===== src/rtl/load_store_unit.sv =====
// load_store_unit
//   Memory-access controller sitting between the MEM stage and a word-wide
//   data_memory with synchronous read and write at posedge. Handles byte,
//   half and word loads/stores, aligns and sign/zero-extends load data, and
//   performs sub-word stores as a read-modify-write of the containing word.
//   Misaligned, out-of-range and illegal-size requests are answered with an
//   error response without any memory strobe. One request in flight at a time.
//
// Ports
//   clock, reset         system clock; asynchronous active-high reset
//   req_valid/req_ready  request handshake (ready only in IDLE, low in reset)
//   req_write            1 = store, 0 = load
//   req_size             00 byte, 01 half, 10 word, 11 illegal
//   req_signed           sign-extend sub-word loads when set
//   req_address          byte address
//   req_wdata            right-justified store data
//   resp_valid           one-cycle completion pulse
//   resp_rdata           extended load data (0 for stores/errors), held
//   resp_error           error flag, meaningful with resp_valid
//   mem_address          word-aligned byte address to data_memory
//   mem_writedata        full word written to data_memory
//   mem_memread          one-cycle read strobe
//   mem_memwrite         one-cycle write strobe
//   mem_readdata         data_memory output, valid in the CAPTURE cycle

module load_store_unit #(
  parameter int MEM_WORDS = 32
) (
  input  logic        clock,
  input  logic        reset,
  input  logic        req_valid,
  output logic        req_ready,
  input  logic        req_write,
  input  logic [1:0]  req_size,
  input  logic        req_signed,
  input  logic [31:0] req_address,
  input  logic [31:0] req_wdata,
  output logic        resp_valid,
  output logic [31:0] resp_rdata,
  output logic        resp_error,
  output logic [31:0] mem_address,
  output logic [31:0] mem_writedata,
  output logic        mem_memread,
  output logic        mem_memwrite,
  input  logic [31:0] mem_readdata
);

  typedef enum logic [2:0] {
    IDLE,
    READ,
    CAPTURE,
    WRITE,
    RESP
  } state_t;

  state_t      state;
  logic        lat_write;
  logic        lat_signed;
  logic [1:0]  lat_size;
  logic [1:0]  lat_lane;
  logic [15:0] lat_wdata;

  logic        req_error;
  logic [7:0]  byte_sel;
  logic [15:0] half_sel;
  logic [31:0] load_value;
  logic [31:0] merged_word;

  // The strobes and handshake flags are decoded straight from the state
  // register, so an asynchronous reset drops them in the same instant that
  // the state returns to IDLE. That is what keeps an aborted store from
  // ever reaching memory.
  assign req_ready    = (state == IDLE) && !reset;
  assign resp_valid   = (state == RESP);
  assign mem_memread  = (state == READ);
  assign mem_memwrite = (state == WRITE);

  // Classify the incoming request. An error covers misalignment for the
  // access size, the reserved size code, and any word index beyond the end
  // of data_memory. Erroring requests skip memory entirely.
  always_comb begin
    req_error = 1'b0;
    case (req_size)
      2'b00:   req_error = 1'b0;
      2'b01:   req_error = req_address[0];
      2'b10:   req_error = |req_address[1:0];
      default: req_error = 1'b1;
    endcase
    if (req_address[31:2] >= 30'(MEM_WORDS)) begin
      req_error = 1'b1;
    end
  end

  // Lane handling on the word returned by memory. Lanes are little-endian:
  // byte k lives in bits [8k+7:8k], half h in bits [16h+15:16h]. The load
  // path extracts and extends the addressed lane; the store path rebuilds
  // the word with only the addressed lane replaced by the store data.
  always_comb begin
    byte_sel = mem_readdata[{lat_lane, 3'b000} +: 8];
    half_sel = mem_readdata[{lat_lane[1], 4'b0000} +: 16];
    case (lat_size)
      2'b00:   load_value = {{24{lat_signed & byte_sel[7]}}, byte_sel};
      2'b01:   load_value = {{16{lat_signed & half_sel[15]}}, half_sel};
      default: load_value = mem_readdata;
    endcase
    merged_word = mem_readdata;
    if (lat_size == 2'b00) begin
      merged_word[{lat_lane, 3'b000} +: 8] = lat_wdata[7:0];
    end else begin
      merged_word[{lat_lane[1], 4'b0000} +: 16] = lat_wdata[15:0];
    end
  end

  // Main controller. A request is accepted in IDLE and its fields latched;
  // errors go straight to RESP, word stores go straight to WRITE, and loads
  // and sub-word stores read the word first. The response registers are
  // only written on the transition into RESP so resp_rdata holds its value
  // until the next response.
  always_ff @(posedge clock or posedge reset) begin
    if (reset) begin
      state         <= IDLE;
      lat_write     <= 1'b0;
      lat_signed    <= 1'b0;
      lat_size      <= 2'b00;
      lat_lane      <= 2'b00;
      lat_wdata     <= 16'h0000;
      resp_rdata    <= 32'h0000_0000;
      resp_error    <= 1'b0;
      mem_address   <= 32'h0000_0000;
      mem_writedata <= 32'h0000_0000;
    end else begin
      case (state)
        IDLE: begin
          if (req_valid) begin
            lat_write  <= req_write;
            lat_signed <= req_signed;
            lat_size   <= req_size;
            lat_lane   <= req_address[1:0];
            lat_wdata  <= req_wdata[15:0];
            if (req_error) begin
              resp_error <= 1'b1;
              resp_rdata <= 32'h0000_0000;
              state      <= RESP;
            end else begin
              mem_address <= {req_address[31:2], 2'b00};
              if (req_write && (req_size == 2'b10)) begin
                mem_writedata <= req_wdata;
                state         <= WRITE;
              end else begin
                state <= READ;
              end
            end
          end
        end
        READ: begin
          state <= CAPTURE;
        end
        CAPTURE: begin
          if (lat_write) begin
            mem_writedata <= merged_word;
            state         <= WRITE;
          end else begin
            resp_rdata <= load_value;
            resp_error <= 1'b0;
            state      <= RESP;
          end
        end
        WRITE: begin
          resp_rdata <= 32'h0000_0000;
          resp_error <= 1'b0;
          state      <= RESP;
        end
        RESP: begin
          state <= IDLE;
        end
        default: begin
          state <= IDLE;
        end
      endcase
    end
  end

endmodule


===== config.mk =====
export PLATFORM = sky130hd
export DESIGN_NAME = load_store_unit
export DESIGN_NICKNAME = d
export VERILOG_FILES = /design/src/rtl/load_store_unit.sv
export SDC_FILE = /design/constraint.sdc
export NUM_CORES = 1
export LEC_CHECK = 0
export CORE_ASPECT_RATIO = 1.5
export CORE_MARGIN = 4
export CORE_UTILIZATION = 40
export DETAILED_ROUTE_END_ITERATION = 7
export GPL_ROUTABILITY_DRIVEN = 0
export GPL_TIMING_DRIVEN = 0
export PLACE_DENSITY = 0.78
export SLEW_MARGIN = 10
export SYNTH_ARGS = -nofsm -noshare
export SYNTH_HDL_FRONTEND = slang
export SYNTH_SLANG_ARGS = --single-unit

===== constraint.sdc =====
create_clock -name clock -period 3.7 [get_ports clock]
set_input_delay 0.37 -clock clock [delete_from_list [all_inputs] [get_ports clock]]
set_output_delay 0.37 -clock clock [all_outputs]
set_load 0.01 [all_outputs]

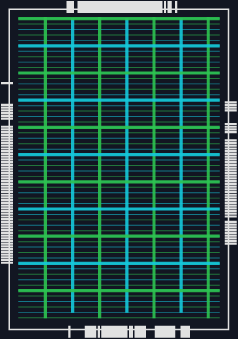
Fig. 1. Floorplan with the power grid.
Drawn at 2 px/um. Pins as bars on the die edge.
[VSS] green
[VDD] cyan
signal pins: 204
rows: 55

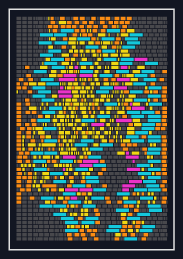
Fig. 2. Placed cells, one colour a class.
Drawn at 1.5 px/um. Fill, decap, tap and diode cells in grey.
[combinational and other logic] yellow | cells: 390 | share of their area: 33%
[sequential cells] cyan | cells: 120 | share of their area: 34%
[remaining buffers and delay cells] orange | cells: 239 | share of their area: 26%
[clock drivers and dummy loads] magenta | cells: 29 | share of their area: 6.8%

==> results.sh <==
# yosys + openroad results
export IMPL_netSwitchingFraction=0.249
export IMPL_power_frac_seq=0.393
export IMPL_grt_pass1_wl_um=30900
export IMPL_async_reset_ff_frac=1.00
export IMPL_place_ws_ps=1030
export IMPL_p_leak_nw=3.98
export IMPL_fmax_ghz=0.369
export IMPL_hp_class="input pin to async pin"
export IMPL_p_total_mw=3.56
export IMPL_crit_fanout=11
export IMPL_dieHeight_um=159
export IMPL_flop_cell="dfrtp_1"
export IMPL_ys_top_cells_by_count="120 x dfrtp_1, 68 x nor2_1, 36 x a221oi_1, 36 x mux2_2, 36 x mux2_4"
export IMPL_n_fill_cell=1253
export IMPL_portBuffers=201
export IMPL_drc=0
export IMPL_cp_end_kind="register"
export IMPL_worstPathRequired_ps=3990
export IMPL_hold_viol=0
export IMPL_drv_cap=0
export IMPL_outcome="finished, final reports clean"
export IMPL_antenna_found_initial=0
export IMPL_cts_resized=0
export IMPL_viasPerCell=5.55
export IMPL_area_leaders="dfrtp_1 49%, mux2_4 8.8%, mux2_2 6.6%"
export IMPL_synth_top_cell_area_share=0.492
export IMPL_final_core_util=0.597
export IMPL_initCoreUtil=0.405
export IMPL_grt_pass1_vias=5536
export IMPL_ir_worst_vdd_mv=0.232
export IMPL_syn_inst=546
export IMPL_r2r_start="lat_lane[1]$_DFFE_PP0P_"
export IMPL_worstMarginPinSlew_ps=681
export IMPL_clk_pin_slew_worst_paths_ps=50
export IMPL_grt_max_degree=80
export IMPL_yosysTopAreaCell="dfrtp_1"
export IMPL_fin_ws_ps=992
export IMPL_drt_iter0_markers=584
export IMPL_startpoint_type="register"
export IMPL_p_int_mw=2.67
export IMPL_syn_to_final_growth_pct=47.3
export IMPL_rsz0062_at_grt="no"
export IMPL_dp_hpwl_um=15600
export IMPL_synth_edff_count=0
export IMPL_cts_hold_buffers_added=0
export IMPL_clock_root_buffer="clkbuf_16"
export IMPL_powerDensity_nw_per_um2=395
export IMPL_warning_count=30
export IMPL_period_used=0.732
export IMPL_ys_cells=546
export IMPL_final_nets=876
export IMPL_clkLatencyLatePin_ps=410
export IMPL_syn_area_per_cell_sq_um=11.2
export IMPL_coreArea_sq_um=15100
export IMPL_dr_pass1_iters=8
export IMPL_ys_chip_area_sq_um=6110
export IMPL_tns_ps=0
export IMPL_clock_sinks=120
export IMPL_synth_cell_types=49
export IMPL_cts_buffers_inserted=17
export IMPL_rows=55
export IMPL_cts_htree_levels=4
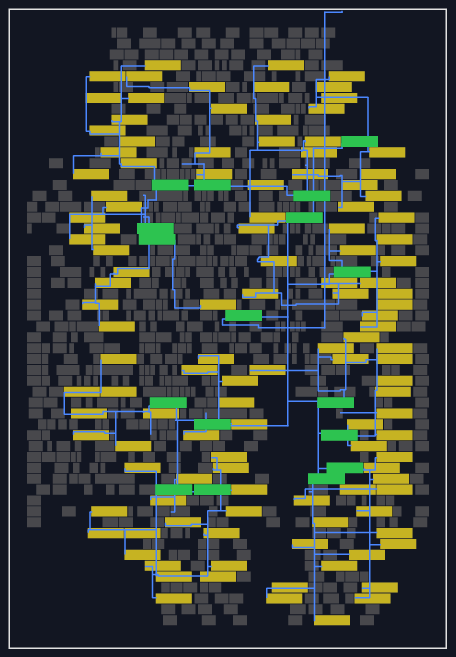
Fig. 3. Clock network drawn from the DEF.
Drawn at 4 px/um.
[clock drivers] green | count: 17
[flip-flops] yellow | count: 120
[clock wires] blue | length: 1,550 um
flops lie: all over the die

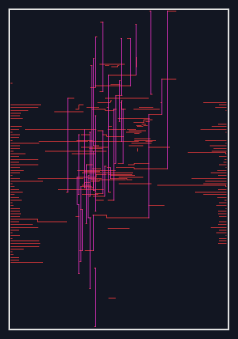
Fig. 4. Wiring by layer.
Drawn at 2 px/um. Only two layers are drawn.
[metal 4] magenta | wire length: 1,130 um
[metal 3] red | wire length: 1,490 um
drt wl/cell: 20.5 um
total track usage: 0.234
final WL: 20,100 um
vias: 5,419

==> through the flow <==
step,hold WS (ps),cells,instance area [sq um]
after floorplan,487,547,6110
after global routing,415,977,9000
after global placement,475,947,8370
after CTS,385,977,9000
after detailed placement,482,948,8410
final,377,977,9000
==> how the worst max path moves through the flow <==
stage                                          endpoint                     from
after floorplan                 lat_lane[0]$_DFFE_PP0P_                    reset
after global placement    mem_writedata[16]$_DFFE_PP0P_                    reset
after detailed placement  mem_writedata[16]$_DFFE_PP0P_  lat_lane[1]$_DFFE_PP0P_
after CTS                 mem_writedata[16]$_DFFE_PP0P_  lat_lane[1]$_DFFE_PP0P_
after global routing      mem_writedata[23]$_DFFE_PP0P_  lat_lane[1]$_DFFE_PP0P_
final                     mem_writedata[16]$_DFFE_PP0P_  lat_lane[1]$_DFFE_PP0P_
==> worst max-delay path: stages (launching register included) <==
cell and delay [ps]:
dfrtp_1 390, buf_2 240, clkinv_1 330, ha_1 430, nor2b_1 150, a31o_2 300, a221oi_1 410, nor2_1 90
mux2_4 270
==> metal layers <==
metal / GRT usage / routed length, um
met5: 0 / 0
met4: 0.125 / 1130
met3: 0.0483 / 1490
met2: 0.396 / 10200
met1: 0.273 / 7220
==> registers in the layout, summed over array words and instances (netlist names) <==
register,count
lat_lane,2
lat_write,1
mem_writedata,32
lat_size,2
resp_error,1
lat_signed,1
mem_address,30
state,3
lat_wdata,16
resp_rdata,32
==> cell usage in the layout (no fill, tap or decap), types with 12 or more instances in the layout <==
cell / instances
inv_1: 15
a221oi_1: 36
mux2_2: 36
nand2_1: 29
mux2_4: 36
a21oi_1: 25
nor2_1: 68
dfrtp_1: 120
buf_2: 12
clkbuf_16: 17
clkdlybuf4s50_1: 201
nor2b_1: 29
o21ai_0: 13
a22o_1: 17
nand2b_1: 15
clkbuf_1: 17
==> power by group through the flow <==
stage          Sequential [mW]  Combinational [mW]  Clock, mW
2_1_floorplan             1.40               0.270          0
3_3_place_gp              1.42               0.476          0
3_5_place_dp              1.42               0.486          0
4_1_cts                   1.40               0.489       1.68
5_1_grt                   1.40               0.536       1.75
6_report                  1.40               0.497       1.66
==> cell families after synthesis <==
group,after synthesis,synth area share
other cells,1,0.000614
simple gates,168,0.137
mux,76,0.161
flops,120,0.492
compound gates,121,0.155
fa+ha+maj,5,0.0102
buf+inv,55,0.0442
==> cell type report <==
class                      count  area [sq um]  area share
tap                          199           249      0.0277
inverter                      18          72.6     0.00806
buffer                        37           203      0.0225
multi-input combinational    372          2840       0.315
clock inverter                 8           123      0.0136
sequential                   120          3000       0.334
timing repair buffer         202          2040       0.227
clock buffer                  21           470      0.0523
Power figures rest on the tool's default switching activity, not on a simulated workload.
